==> images/final_congestion.png <==
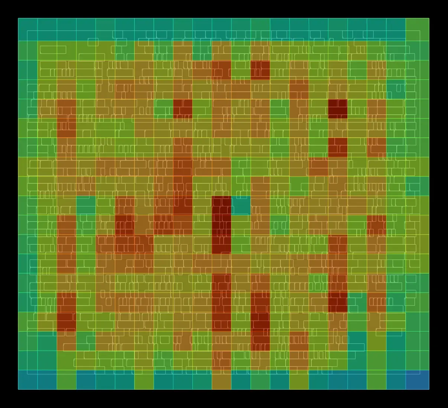
==> images/registers.png <==
Bar = 50 um.
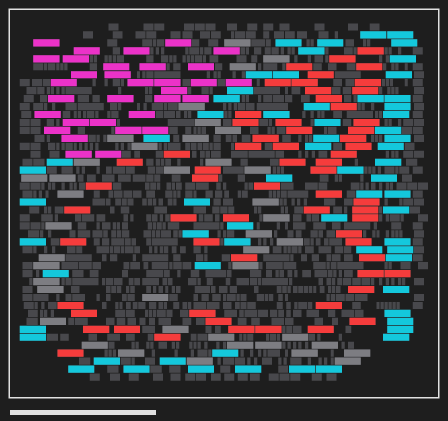
==> images/cell_classes.png <==
Bar = 50 um.
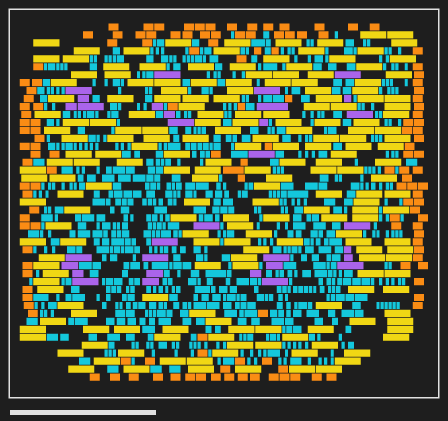
==> src/rtl/mul32_seq_core.sv <==
// mul32_seq_core: sequential 32x32 -> 64 unsigned multiplier, radix-2
// shift-add, one step per clock, 32 steps per product.
//
// Ports:
//   clk    in   1   rising-edge clock
//   rst    in   1   asynchronous active-high reset
//   start  in   1   request a multiply (accepted in IDLE or DONE)
//   mc     in  32   multiplicand, unsigned (sampled on accepted start)
//   mp     in  32   multiplier, unsigned (sampled on accepted start)
//   p      out 64   product register, updated only at completion
//   done   out  1   result valid, held until the next accepted start
//   busy   out  1   multiply in progress
module mul32_seq_core (
  input  logic        clk,
  input  logic        rst,
  input  logic        start,
  input  logic [31:0] mc,
  input  logic [31:0] mp,
  output logic [63:0] p,
  output logic        done,
  output logic        busy
);

  localparam int unsigned W  = 32;
  localparam int unsigned PW = 2 * W;
  localparam int unsigned CW = 6;

  typedef enum logic [1:0] {
    S_IDLE,
    S_BUSY,
    S_DONE
  } state_t;

  state_t          r_state;
  logic [W-1:0]    r_mc;
  logic [W-1:0]    r_mp;
  logic [PW-1:0]   r_acc;
  logic [CW-1:0]   r_cnt;
  logic [PW-1:0]   r_p;
  logic            r_done;
  logic            r_busy;

  logic [W:0]      w_addend;
  logic [W:0]      w_sum;
  logic [PW-1:0]   w_acc_next;
  logic            w_last;

  // One shift-add step: 33-bit sum keeps the carry, which shifts into bit 63.
  assign w_addend   = r_mp[0] ? {1'b0, r_mc} : '0;
  assign w_sum      = {1'b0, r_acc[PW-1:W]} + w_addend;
  assign w_acc_next = {w_sum, r_acc[W-1:1]};
  assign w_last     = (r_cnt == CW'(W - 1));

  // Control FSM and datapath registers.
  always_ff @(posedge clk or posedge rst) begin
    if (rst) begin
      r_state <= S_IDLE;
      r_mc    <= '0;
      r_mp    <= '0;
      r_acc   <= '0;
      r_cnt   <= '0;
      r_p     <= '0;
      r_done  <= 1'b0;
      r_busy  <= 1'b0;
    end else begin
      case (r_state)
        S_IDLE, S_DONE: begin
          if (start) begin
            r_mc    <= mc;
            r_mp    <= mp;
            r_acc   <= '0;
            r_cnt   <= '0;
            r_done  <= 1'b0;
            r_busy  <= 1'b1;
            r_state <= S_BUSY;
          end
        end
        S_BUSY: begin
          r_acc <= w_acc_next;
          r_mp  <= r_mp >> 1;
          r_cnt <= r_cnt + CW'(1);
          // 32nd step: publish the full product; p never shows partial sums.
          if (w_last) begin
            r_p     <= w_acc_next;
            r_done  <= 1'b1;
            r_busy  <= 1'b0;
            r_state <= S_DONE;
          end
        end
        default: begin
          r_state <= S_IDLE;
          r_done  <= 1'b0;
          r_busy  <= 1'b0;
        end
      endcase
    end
  end

  assign p    = r_p;
  assign done = r_done;
  assign busy = r_busy;

endmodule
==> config.mk <==
export PLATFORM = sky130hd
export DESIGN_NAME = mul32_seq_core
export DESIGN_NICKNAME = d
export VERILOG_FILES = /design/src/rtl/mul32_seq_core.sv
export SDC_FILE = /design/constraint.sdc
export NUM_CORES = 1
export LEC_CHECK = 0
export CAP_MARGIN = 20
export CORE_ASPECT_RATIO = 0.9
export CORE_MARGIN = 3
export CORE_UTILIZATION = 55
export CTS_CLUSTER_SIZE = 12
export DETAILED_ROUTE_END_ITERATION = 8
export PLACE_DENSITY = 0.8
export SYNTH_ARGS = -nofsm -noshare
export SYNTH_HDL_FRONTEND = slang
export SYNTH_SLANG_ARGS = --single-unit
export TNS_END_PERCENT = 20
==> constraint.sdc <==
create_clock -name clk -period 9.42 [get_ports clk]
set_clock_uncertainty 0.05 [all_clocks]
set_input_delay 1.884 -clock clk [delete_from_list [all_inputs] [get_ports clk]]
set_output_delay 1.884 -clock clk [all_outputs]
set_load 0.03 [all_outputs]
==> results.json <==
{
  "synth.distinct_cells": 64,
  "critical_path.max_fanout": 98,
  "layout_min_cycle_time_ps": 3820,
  "detail-route-antenna-nets": 0,
  "power.density_nw_per_um2": 346,
  "portBuffers": 132,
  "timing.slew.headroom": 0.291,
  "worstSetupPathType": "in -> reg",
  "final_common_cell": "nand2_1",
  "postSynth.asyncResetShare": 1.00,
  "drtIter0Drc": 630,
  "endpoint_kind": "flip-flop",
  "xor_area_frac": 0.0225,
  "clock-sinks": 200,
  "fin_tns_setup_ps": 0,
  "logic_family_by_area": "simple AND/OR/NAND/NOR gates",
  "rsz0062_at_grt": "no",
  "area_fraction_in_and_or_nand_and_nor_cells": 0.198,
  "grt_max_degree": 129,
  "number_of_antenna_violations_at_the_first_check_in_global_routing": 0,
  "synth-seq-area-share": 0.513,
  "synthesis.area_sq_um": 9750,
  "status": "finished, final reports clean",
  "primary_ff_master_synth": "dfrtp_1",
  "worstPathArrival_ps": 4120,
  "first_global_vias": 7514,
  "drt_wl_total_mm": 22.3,
  "synth.net_count": 1130,
  "row_count": 45,
  "antenna_fix_cells": 0,
  "drv_cap": 0,
  "ys_cells": 1029,
  "final-hold-violation-count": 0,
  "fin_worst_hold_slack_ps": 420,
  "report.final.slew_viol_count": 0,
  "drt_pre_antenna_iters": 5,
  "log.warning_count": 28,
  "worst_pin_slew_ps": 1060,
  "ys.flops": 200,
  "post_cts_buffers": 0,
  "power.ir.vdd_worst_uv": 189,
  "die.size.y_um": 132,
  "cts.path.max_buffers": 2,
  "synthesis.area_per_instance_sq_um": 9.47,
  "logic_area_sq_um": 4480,
  "horizontal_die_dimension_um": 146,
  "drcViolationCount": 0,
  "final_layout_size_suffix_gt1_frac": 0.0711,
  "final_layout_top_logic_cells": "334 x nand2_1, 200 x dfrtp_1, 132 x clkdlybuf4s50_1",
  "placed_cells_incl_taps": 1342,
  "average_via_count_per_standard_cell": 5.67,
  "avgRoutedWirePerCell_um": 16.2,
  "htree_num_levels": 4,
  "ys_area_sq_um": 9750,
  "io_pins": 133,
  "yosys_warnings": 0,
  "hold_path.class": "reg -> reg",
  "routabilityCongestion": 0.846,
  "timing.fmax_ghz": 0.262,
  "final_cells": 1375,
  "cts_made_buffers": 17
}
About final_congestion.png:
total global-route track usage: 0.236
Global Route met1 Usage: 0.356
Top Usage Layer GRT: met2

About registers.png:
| color | netlist name | sequential cells |
|---|---|---|
| magenta | `r_mp` | 32 |
| cyan | `p` | 64 |
| red | `r_acc` | 63 |
not colored: 41

About cell_classes.png:
| color | class | cells | share of their area |
|---|---|---|---|
| yellow | flip-flops | 200 | 43% |
| cyan | all other logic | 768 | 39% |
| purple | clock drivers and dummy loads | 32 | 5.4% |
| orange | other buffers and delay cells | 140 | 12% |
Layout Utilization: 0.692
Core Region: 17100 sq um
Layout Cell Area excl Fill: 11800 sq um

-- area by class of cell --
cell class                      count  area share
Inverter                           11     0.00412
Multi-Input combinational cell    757       0.378
Tap cell                          235      0.0248
Sequential cell                   200       0.423
Timing Repair Buffer              140       0.118
Clock inverter                     15      0.0165
Clock buffer                       17      0.0359
-- per-layer routing --
layer / global-route usage / wire, um / part of all wire / vias up
met5: 0 / 0 / 0 / -
met4: 0.0528 / 252 / 0.011 / 0
li1: - / - / - / 3750
met1: 0.356 / 10900 / 0.49 / 3776
met2: 0.357 / 9990 / 0.45 / 247
met3: 0.0471 / 1170 / 0.052 / 26
-- synthesized netlist by cell type (2+ instances only) --
library cell | count | share of area
o211ai_1 | 9 | 0.0069
clkbuf_1 | 45 | 0.017
nor4_1 | 3 | 0.0019
o21a_1 | 5 | 0.0039
a221o_1 | 2 | 0.0021
o32ai_1 | 2 | 0.0018
or4_1 | 2 | 0.0015
xor2_1 | 5 | 0.0045
buf_2 | 11 | 0.0056
nor2b_1 | 6 | 0.0039
a221oi_1 | 2 | 0.0018
o31ai_1 | 5 | 0.0039
nand4_1 | 6 | 0.0039
xnor2_1 | 20 | 0.018
a22oi_1 | 33 | 0.025
o21ai_2 | 4 | 0.0036
mux2_2 | 13 | 0.015
a31oi_1 | 6 | 0.0039
a22o_1 | 59 | 0.053
a21o_1 | 4 | 0.0031
nand2_1 | 335 | 0.13
and2_1 | 34 | 0.022
inv_1 | 10 | 0.0039
nor2_1 | 28 | 0.011
nor3_1 | 5 | 0.0026
a41oi_1 | 2 | 0.0018
dfrtp_1 | 200 | 0.51
and3_1 | 5 | 0.0032
a21oi_1 | 33 | 0.017
mux2i_1 | 2 | 0.0021
o21ai_0 | 29 | 0.015
o21bai_1 | 4 | 0.0031
ha_1 | 33 | 0.042
nand3_1 | 16 | 0.0082
a21oi_2 | 5 | 0.0045
nand2b_1 | 7 | 0.0045
buf_1 | 3 | 0.0012
a211oi_2 | 3 | 0.0039
o21ai_1 | 8 | 0.0041
-- critical path, stage by stage --
cell and delay (ps):
clkdlybuf4s50_1 450, nor2b_4 140, buf_4 330, nor2_4 140
buf_4 800, nand2_1 130, o41a_1 140, o21ai_1 70
-- worst paths after layout --
check / to / cells after the start / slack, ps / start
max: r_acc[62] / 8 / 5600 / start
min: r_mc[12] / 2 / 420 / r_mc[12]
max reg2reg: r_acc[61] / 11 / 5930 / r_mp[0]
min reg2reg: r_mc[12] / 2 / 420 / r_mc[12]
max in group asynchronous: r_mp[23] / 3 / 5840 / rst
min in group asynchronous: p[9] / 2 / 1940 / rst
-- where the power goes --
part | switching (W) | internal [W]
clock network | 0.000369 | 0.000387
registers | 0.000241 | 0.00121
logic | 0.00109 | 0.000795
total | 0.00170 | 0.00239
-- state kept, by name (all words and copies together), names as in the netlist --
| signal | flops |
|---|---|
| r_mp | 32 |
| p | 64 |
| r_state | 1 |
| done | 1 |
| r_mc | 32 |
| r_acc | 63 |
| r_cnt | 6 |
| busy | 1 |
-- per-stage QoR --
stage                     worst slack (ps)  utilization
after global routing                  5420        0.692
after floorplan                       2030            -
final                                 5600        0.692
after CTS                             5610        0.691
after global placement                5180        0.654
after detailed placement              5130        0.654
Power and IR drop assume default switching activity.
